[src/rtl/ncl_seq_pkg.sv]
// rtl/ncl_seq_pkg.sv - shared types and constants for the NCL counter sequencer
package ncl_seq_pkg;

  typedef enum logic [2:0] {
    RST_NULL   = 3'd0,
    IDLE       = 3'd1,
    DRIVE_DATA = 3'd2,
    WAIT_DATA  = 3'd3,
    DRIVE_NULL = 3'd4,
    WAIT_NULL  = 3'd5,
    RESPOND    = 3'd6
  } state_e;

  localparam logic OP_READ = 1'b0;
  localparam logic OP_INC  = 1'b1;

  localparam logic [1:0] DR_NULL = 2'b00;
  localparam logic [1:0] DR_ZERO = 2'b01;
  localparam logic [1:0] DR_ONE  = 2'b10;

endpackage

[src/rtl/ncl_completeness_sync.sv]
// rtl/ncl_completeness_sync.sv - dual-rail completeness detection and synchronizers
module ncl_completeness_sync #(
  parameter int WIDTH       = 32,
  parameter int SYNC_STAGES = 2
) (
  input  logic               clk,
  input  logic               rst_n,
  input  logic [2*WIDTH-1:0] sum_rails,
  input  logic [1:0]         carry_out,
  output logic               data_done,
  output logic               null_done,
  output logic               illegal
);

  logic data_raw, null_raw, illegal_raw;
  logic [SYNC_STAGES-1:0] data_sync_q, data_sync_d;
  logic [SYNC_STAGES-1:0] null_sync_q, null_sync_d;
  logic [SYNC_STAGES-1:0] ill_sync_q, ill_sync_d;

  // Each flag is a single async bit; the ring is quiescent while a flag holds.
  always_comb begin
    data_raw    = carry_out[1] ^ carry_out[0];
    illegal_raw = &carry_out;
    for (int k = 0; k < WIDTH; k++) begin
      data_raw    = data_raw & (sum_rails[2*k+1] ^ sum_rails[2*k]);
      illegal_raw = illegal_raw | (sum_rails[2*k+1] & sum_rails[2*k]);
    end
    null_raw = ~(|sum_rails) & ~(|carry_out);
  end

  always_comb begin
    data_sync_d = {data_sync_q[SYNC_STAGES-2:0], data_raw};
    null_sync_d = {null_sync_q[SYNC_STAGES-2:0], null_raw};
    ill_sync_d  = {ill_sync_q[SYNC_STAGES-2:0], illegal_raw};
  end

  always_ff @(posedge clk or negedge rst_n) begin
    if (!rst_n) begin
      data_sync_q <= '0;
      null_sync_q <= '0;
      ill_sync_q  <= '0;
    end else begin
      data_sync_q <= data_sync_d;
      null_sync_q <= null_sync_d;
      ill_sync_q  <= ill_sync_d;
    end
  end

  assign data_done = data_sync_q[SYNC_STAGES-1];
  assign null_done = null_sync_q[SYNC_STAGES-1];
  assign illegal   = ill_sync_q[SYNC_STAGES-1];

endmodule

[src/rtl/ncl_counter_sequencer.sv]
// rtl/ncl_counter_sequencer.sv - clocked wavefront sequencer for the dual-rail NCL ring counter
module ncl_counter_sequencer
  import ncl_seq_pkg::*;
#(
  parameter int WIDTH       = 32,
  parameter int CNT_W       = 16,
  parameter int SYNC_STAGES = 2,
  parameter int TIMEOUT     = 1023
) (
  input  logic               clk,
  input  logic               init_n,
  input  logic               cmd_valid,
  output logic               cmd_ready,
  input  logic               cmd_op,
  input  logic [CNT_W-1:0]   cmd_count,
  output logic               rsp_valid,
  input  logic               rsp_ready,
  output logic [WIDTH-1:0]   rsp_value,
  output logic               rsp_carry,
  output logic               rsp_err,
  output logic               busy,
  output logic               ring_init,
  output logic               ring_ki,
  output logic [1:0]         carry_in,
  input  logic [2*WIDTH-1:0] sum_rails,
  input  logic [1:0]         carry_out
);

  localparam int TW = $clog2(TIMEOUT + 1);

  logic data_done, null_done, illegal;

  ncl_completeness_sync #(
    .WIDTH       (WIDTH),
    .SYNC_STAGES (SYNC_STAGES)
  ) u_sync (
    .clk       (clk),
    .rst_n     (init_n),
    .sum_rails (sum_rails),
    .carry_out (carry_out),
    .data_done (data_done),
    .null_done (null_done),
    .illegal   (illegal)
  );

  state_e             state_q, state_d;
  logic               op_q, op_d;
  logic [CNT_W-1:0]   steps_q, steps_d;
  logic [TW-1:0]      tmo_q, tmo_d;
  logic [1:0]         init_cnt_q, init_cnt_d;
  logic [WIDTH-1:0]   val_q, val_d;
  logic               carry_q, carry_d;
  logic               err_q, err_d;
  logic               cmd_ready_q, cmd_ready_d;
  logic               rsp_valid_q, rsp_valid_d;
  logic [WIDTH-1:0]   rsp_value_q, rsp_value_d;
  logic               rsp_carry_q, rsp_carry_d;
  logic               rsp_err_q, rsp_err_d;
  logic               busy_q, busy_d;
  logic               ring_init_q, ring_init_d;
  logic               ring_ki_q, ring_ki_d;
  logic [1:0]         carry_in_q, carry_in_d;
  logic [WIDTH-1:0]   sum_rail1;
  logic               tmo_hit;
  logic               data_phase;

  always_comb begin
    sum_rail1 = '0;
    for (int k = 0; k < WIDTH; k++) begin
      sum_rail1[k] = sum_rails[2*k+1];
    end
  end

  assign tmo_hit = (tmo_q == TW'(TIMEOUT));

  always_comb begin
    state_d     = state_q;
    op_d        = op_q;
    steps_d     = steps_q;
    tmo_d       = tmo_q + TW'(1);
    init_cnt_d  = init_cnt_q;
    val_d       = val_q;
    carry_d     = carry_q;
    err_d       = err_q;

    case (state_q)
      RST_NULL: begin
        if (init_cnt_q != 2'd2) init_cnt_d = init_cnt_q + 2'd1;
        if (!ring_init_q && null_done) state_d = IDLE;
      end
      IDLE: begin
        if (cmd_valid) begin
          op_d    = (cmd_op == OP_INC) && (cmd_count != '0);
          steps_d = (op_d == OP_INC) ? cmd_count : CNT_W'(1);
          carry_d = 1'b0;
          err_d   = 1'b0;
          state_d = DRIVE_DATA;
        end
      end
      DRIVE_DATA: state_d = WAIT_DATA;
      WAIT_DATA: begin
        if (illegal) err_d = 1'b1;
        if (data_done) begin
          val_d = sum_rail1;
          if (carry_out == DR_ONE) carry_d = 1'b1;
          state_d = DRIVE_NULL;
        end else if (tmo_hit) begin
          err_d   = 1'b1;
          state_d = DRIVE_NULL;
        end
      end
      DRIVE_NULL: state_d = WAIT_NULL;
      WAIT_NULL: begin
        if (null_done) begin
          steps_d = steps_q - CNT_W'(1);
          // An error abandons whatever steps remain.
          state_d = (steps_q > CNT_W'(1) && !err_q) ? DRIVE_DATA : RESPOND;
        end else if (tmo_hit) begin
          err_d   = 1'b1;
          state_d = RESPOND;
        end
      end
      RESPOND: begin
        if (rsp_ready) state_d = IDLE;
      end
      default: state_d = RST_NULL;
    endcase

    if (state_d != state_q) tmo_d = '0;

    data_phase  = (state_d == DRIVE_DATA) || (state_d == WAIT_DATA);
    ring_init_d = (state_d == RST_NULL) && (init_cnt_d != 2'd2);
    cmd_ready_d = (state_d == IDLE);
    busy_d      = (state_d != IDLE);
    ring_ki_d   = !data_phase;
    carry_in_d  = data_phase ? ((op_d == OP_INC) ? DR_ONE : DR_ZERO) : DR_NULL;
    rsp_valid_d = (state_d == RESPOND);

    rsp_value_d = rsp_value_q;
    rsp_carry_d = rsp_carry_q;
    rsp_err_d   = rsp_err_q;
    if (state_d == RESPOND && state_q != RESPOND) begin
      rsp_value_d = val_d;
      rsp_carry_d = carry_d;
      rsp_err_d   = err_d;
    end
  end

  always_ff @(posedge clk or negedge init_n) begin
    if (!init_n) begin
      state_q     <= RST_NULL;
      op_q        <= OP_READ;
      steps_q     <= '0;
      tmo_q       <= '0;
      init_cnt_q  <= '0;
      val_q       <= '0;
      carry_q     <= 1'b0;
      err_q       <= 1'b0;
      cmd_ready_q <= 1'b0;
      rsp_valid_q <= 1'b0;
      rsp_value_q <= '0;
      rsp_carry_q <= 1'b0;
      rsp_err_q   <= 1'b0;
      busy_q      <= 1'b1;
      ring_init_q <= 1'b1;
      ring_ki_q   <= 1'b1;
      carry_in_q  <= DR_NULL;
    end else begin
      state_q     <= state_d;
      op_q        <= op_d;
      steps_q     <= steps_d;
      tmo_q       <= tmo_d;
      init_cnt_q  <= init_cnt_d;
      val_q       <= val_d;
      carry_q     <= carry_d;
      err_q       <= err_d;
      cmd_ready_q <= cmd_ready_d;
      rsp_valid_q <= rsp_valid_d;
      rsp_value_q <= rsp_value_d;
      rsp_carry_q <= rsp_carry_d;
      rsp_err_q   <= rsp_err_d;
      busy_q      <= busy_d;
      ring_init_q <= ring_init_d;
      ring_ki_q   <= ring_ki_d;
      carry_in_q  <= carry_in_d;
    end
  end

  assign cmd_ready = cmd_ready_q;
  assign rsp_valid = rsp_valid_q;
  assign rsp_value = rsp_value_q;
  assign rsp_carry = rsp_carry_q;
  assign rsp_err   = rsp_err_q;
  assign busy      = busy_q;
  assign ring_init = ring_init_q;
  assign ring_ki   = ring_ki_q;
  assign carry_in  = carry_in_q;

endmodule

[config.mk]
export PLATFORM = sky130hd
export DESIGN_NAME = ncl_counter_sequencer
export DESIGN_NICKNAME = d
export VERILOG_FILES = /design/src/rtl/ncl_seq_pkg.sv /design/src/rtl/ncl_completeness_sync.sv /design/src/rtl/ncl_counter_sequencer.sv
export SDC_FILE = /design/constraint.sdc
export NUM_CORES = 1
export LEC_CHECK = 0
export CORE_ASPECT_RATIO = 1.5
export CORE_MARGIN = 8
export CORE_UTILIZATION = 47
export CTS_CLUSTER_SIZE = 16
export DETAILED_ROUTE_END_ITERATION = 8
export PLACE_DENSITY = 0.82
export RECOVER_POWER = 25
export SLEW_MARGIN = 10
export SYNTH_ARGS = -nofsm -noshare
export SYNTH_HDL_FRONTEND = slang
export SYNTH_SLANG_ARGS = --single-unit
[constraint.sdc]
create_clock -name clk -period 2.4 [get_ports clk]
set_input_delay 0.6 -clock clk [delete_from_list [all_inputs] [get_ports clk]]
set_output_delay 0.6 -clock clk [all_outputs]
set_load 0.02 [all_outputs]
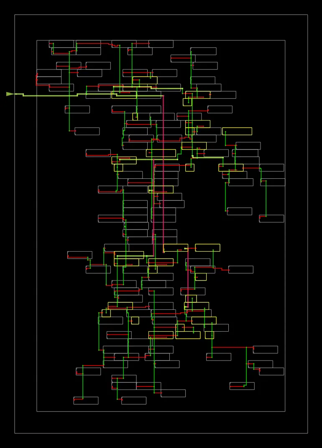
Figure 1: clock nets.
Seq cells: 113
clock buffer count: 17
Clk. pwr: 2.63 mW

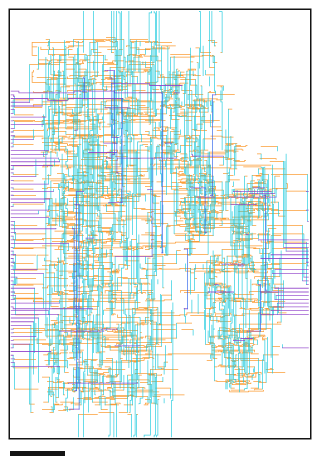
Figure 2: wiring by layer.
The bar under the picture is 20 um long.
| color | layer | wire length |
|---|---|---|
| purple | M3 | 1100 um |
| orange | M1 | 7010 um |
| cyan | M2 | 9230 um |
| blue | M4 | 506 um |

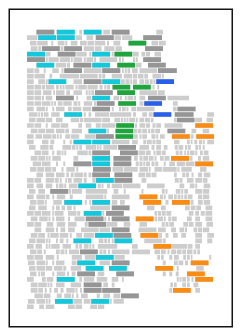
Figure 3: where the registers sit.
Other sequential cells in the stronger gray, the rest of the logic in the fainter gray.
| color | signal | placed flops |
|---|---|---|
| green | `tmo_q` | 10 |
| blue | `state_q` | 3 |
| cyan | `val_q` | 32 |
| orange | `steps_q` | 16 |
not colored: 52

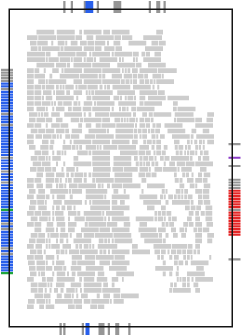
Figure 4: pin placement.
Pins as bars across the die edge, other pins in gray.
| color | port | pins | direction | edge |
|---|---|---|---|---|
| red | `cmd_count` | 16 | input | east |
| purple | `rsp_ready` | 1 | input | east |
| green | `carry_out` | 2 | input | west |
| blue | `sum_rails` | 64 | input | 58 west, 4 north, 2 south |
all pins by edge: 75 west, 25 east, 16 north, 12 south

==> results.ini <==
[yosys]
postSynth.asyncResetShare_pct = 100
synthFlopType = dfrtp_1
postSynthSeqShare_pct = 45.8
synthTopCellsByCount = 110 x dfrtp_1, 78 x inv_1, 71 x ha_1
yosys_area_um2 = 6180
syn_area_per_cell_um2 = 10.3
ys_cells = 599
edf_count = 0
yosysTopAreaCell = dfrtp_1
synth_warnings = 0
synth_cells = 599
yosys.cell_types.count = 45
syn-num-nets = 757
synth.most_common_cell = dfrtp_1

[place]
place_hpwl_um = 13300
io_buffers = 127
placed_area_um2 = 8020
place.gp.congestion = 0.985

[critical_path]
path_cells = or4_4 -> nor4_4 -> o2111ai_2 -> o211ai_2 -> and4b_4 -> buf_12 -> buf_16 -> mux2_4
crit_type = reg -> reg
crit_slowest_cell = or4_4
max_stage_delay_ns = 0.54
crit_end = rsp_value[26]
critPathLaunchType = flip-flop
r2r_cells = 8
critPathBufInv = 2
critical_path.top_delay_family = simple AND/OR/NAND/NOR gates
r2r_setup_slack_ns = -0.15
crit_cells = 8
crit_path_end_kind = flip-flop
cp.required_ns = 2.68
critPathLaunch = steps_q[8]
crit_path_max_fanout = 8

[clock_tree]
clk_latency_ns = 0.41
cts_tree = built
htree_levels = 4
cts.sinks = 113
clockRootBuffer = clkbuf_16
path_clk_slew_ns = 0.06
cts_hold_buf = 0
numCtsBuffers = 17

[final_timing]
setup_ws_ns = -0.151
setup_violations = 34
worst_slew_pin_slew_ns = 1.95
slew_headroom_pct = -30.1
slew_violations = 33
min_period_over_period_pct = 106
timing_hold_violations_final = 0
grt_setup_unrepaired = true
hold_slack_ns = 0.354
tns_ns = -4.17
min_period_ns = 2.55

[global_routing]
overflow = 0
antenna_found_initial = 0
grt_first_pass_wirelength_um = 29000
grt_use_total_pct = 21.8
use_met3_pct = 6.09
busiest_layer = met2
first_global_vias = 5831
grt_start_max_net_pins = 66
use_met1_pct = 24.2
grt.met2_usage_pct = 38.1

[worst_hold_path]
hp-class = reg -> reg

[detailed_routing]
vias = 5142
wirelength_um = 17900
drtPass1Iterations = 5
dr.first_iter.drc_count = 295

[power]
p_total_mw = 4.94
vdd_drop_max_uv = 416
p_per_area_nw_per_um2 = 560

[floorplan]
die_w_um = 110
fp_util_pct = 48.0
core_area_um2 = 12900
ios = 128
dieArea_um2 = 17200
die_h_um = 156

[final_layout]
fill_cells = 926
diodes = 0
final_cell_area_um2 = 8820
layout-drive-gt1-share_pct = 18.4

[run_status]
failed_checks = max-capacitance violations, max-slew violations, negative setup slack
status = finished, violations left

[run]
max_cap_viol_count = 1

## where the power goes
part           leakage [nW]  switching (mW)  internal (mW)
Sequential             1.36        0.000276           1.91
Clock                 0.303           0.965           1.67
Combinational          2.66           0.184          0.216
## stage by stage
stage | setup slack, ns | instances | util, %
3_3_place_gp | -0.387 | 922 | 62.2
6_report | -0.151 | 963 | 68.4
5_1_grt | -0.209 | 963 | 68.4
3_5_place_dp | -0.391 | 922 | 62.2
2_1_floorplan | 0.0791 | 599 | -
4_1_cts | -0.151 | 961 | 68.1
## worst min path at each step
stage / from / to / slack (ns) / cells past startpoint
2_1_floorplan: init_n / carry_in[0] / 0.30 / 0
3_3_place_gp: u_sync.ill_sync_q[0] / u_sync.ill_sync_q[1] / 0.34 / 0
3_5_place_dp: u_sync.null_sync_q[0] / u_sync.null_sync_q[1] / 0.34 / 0
4_1_cts: init_n / val_q[25] / 0.16 / 1
5_1_grt: u_sync.data_sync_q[0] / u_sync.data_sync_q[1] / 0.36 / 0
6_report: u_sync.null_sync_q[0] / u_sync.null_sync_q[1] / 0.35 / 0
## placed cells by master, fill, tap and decap left out, drive strengths merged, types with 6 or more instances in the layout
master / n
nor3: 12
nor2b: 6
nand4: 21
nand2: 49
mux2: 35
o21ai: 63
buf: 65
inv: 86
clkdlybuf4s50: 126
clkbuf: 20
a22oi: 9
or4: 8
nor4: 16
ha: 71
dfrtp: 110
nand3: 9
a21oi: 17
nor2: 31
## kinds of logic (layout without fill, tap and decap cells)
family / after synthesis / in the layout / synth area share (%)
compound gates: 105 / 105 / 9.59
buf+inv: 99 / 304 / 6.92
fa+ha+maj: 71 / 71 / 14.4
xor+xnor: 8 / 8 / 1.13
mux: 36 / 36 / 8.36
flops: 113 / 113 / 45.8
simple gates: 167 / 167 / 13.8
## flip-flops by register name (all words and copies together), names as in the netlist, 3 cells and up
signal	count
rsp_value	32
val_q	32
steps_q	16
tmo_q	10
state_q	3
## metal layers
metal / share of wire [%] / routed length (um) / vias to the layer above
met5: 0 / 0 / -
met1: 39 / 7010 / 2485
met2: 52 / 9230 / 184
met4: 2.8 / 505 / 0
met3: 6.2 / 1100 / 31
li1: - / - / 2442
## final cells by class
| class | count | area (um^2) | area share (%) |
|---|---|---|---|
| Clock buffer | 17 | 425 | 4.82 |
| Timing Repair Buffer | 194 | 1920 | 21.7 |
| Tap cell | 159 | 199 | 2.26 |
| Sequential cell | 113 | 2830 | 32.1 |
| Inverter | 78 | 293 | 3.32 |
| Clock inverter | 15 | 195 | 2.21 |
| Multi-Input combinational cell | 387 | 2960 | 33.6 |
## repair_timing
item                                    CTS  global route
setup buffers                             4             1
endpoints found under the setup margin   34            42
resized                                   7             5
pin swaps                                 4             4
gates cloned                              3             1
No activity file was given, so power comes from the tool's default toggle rates.
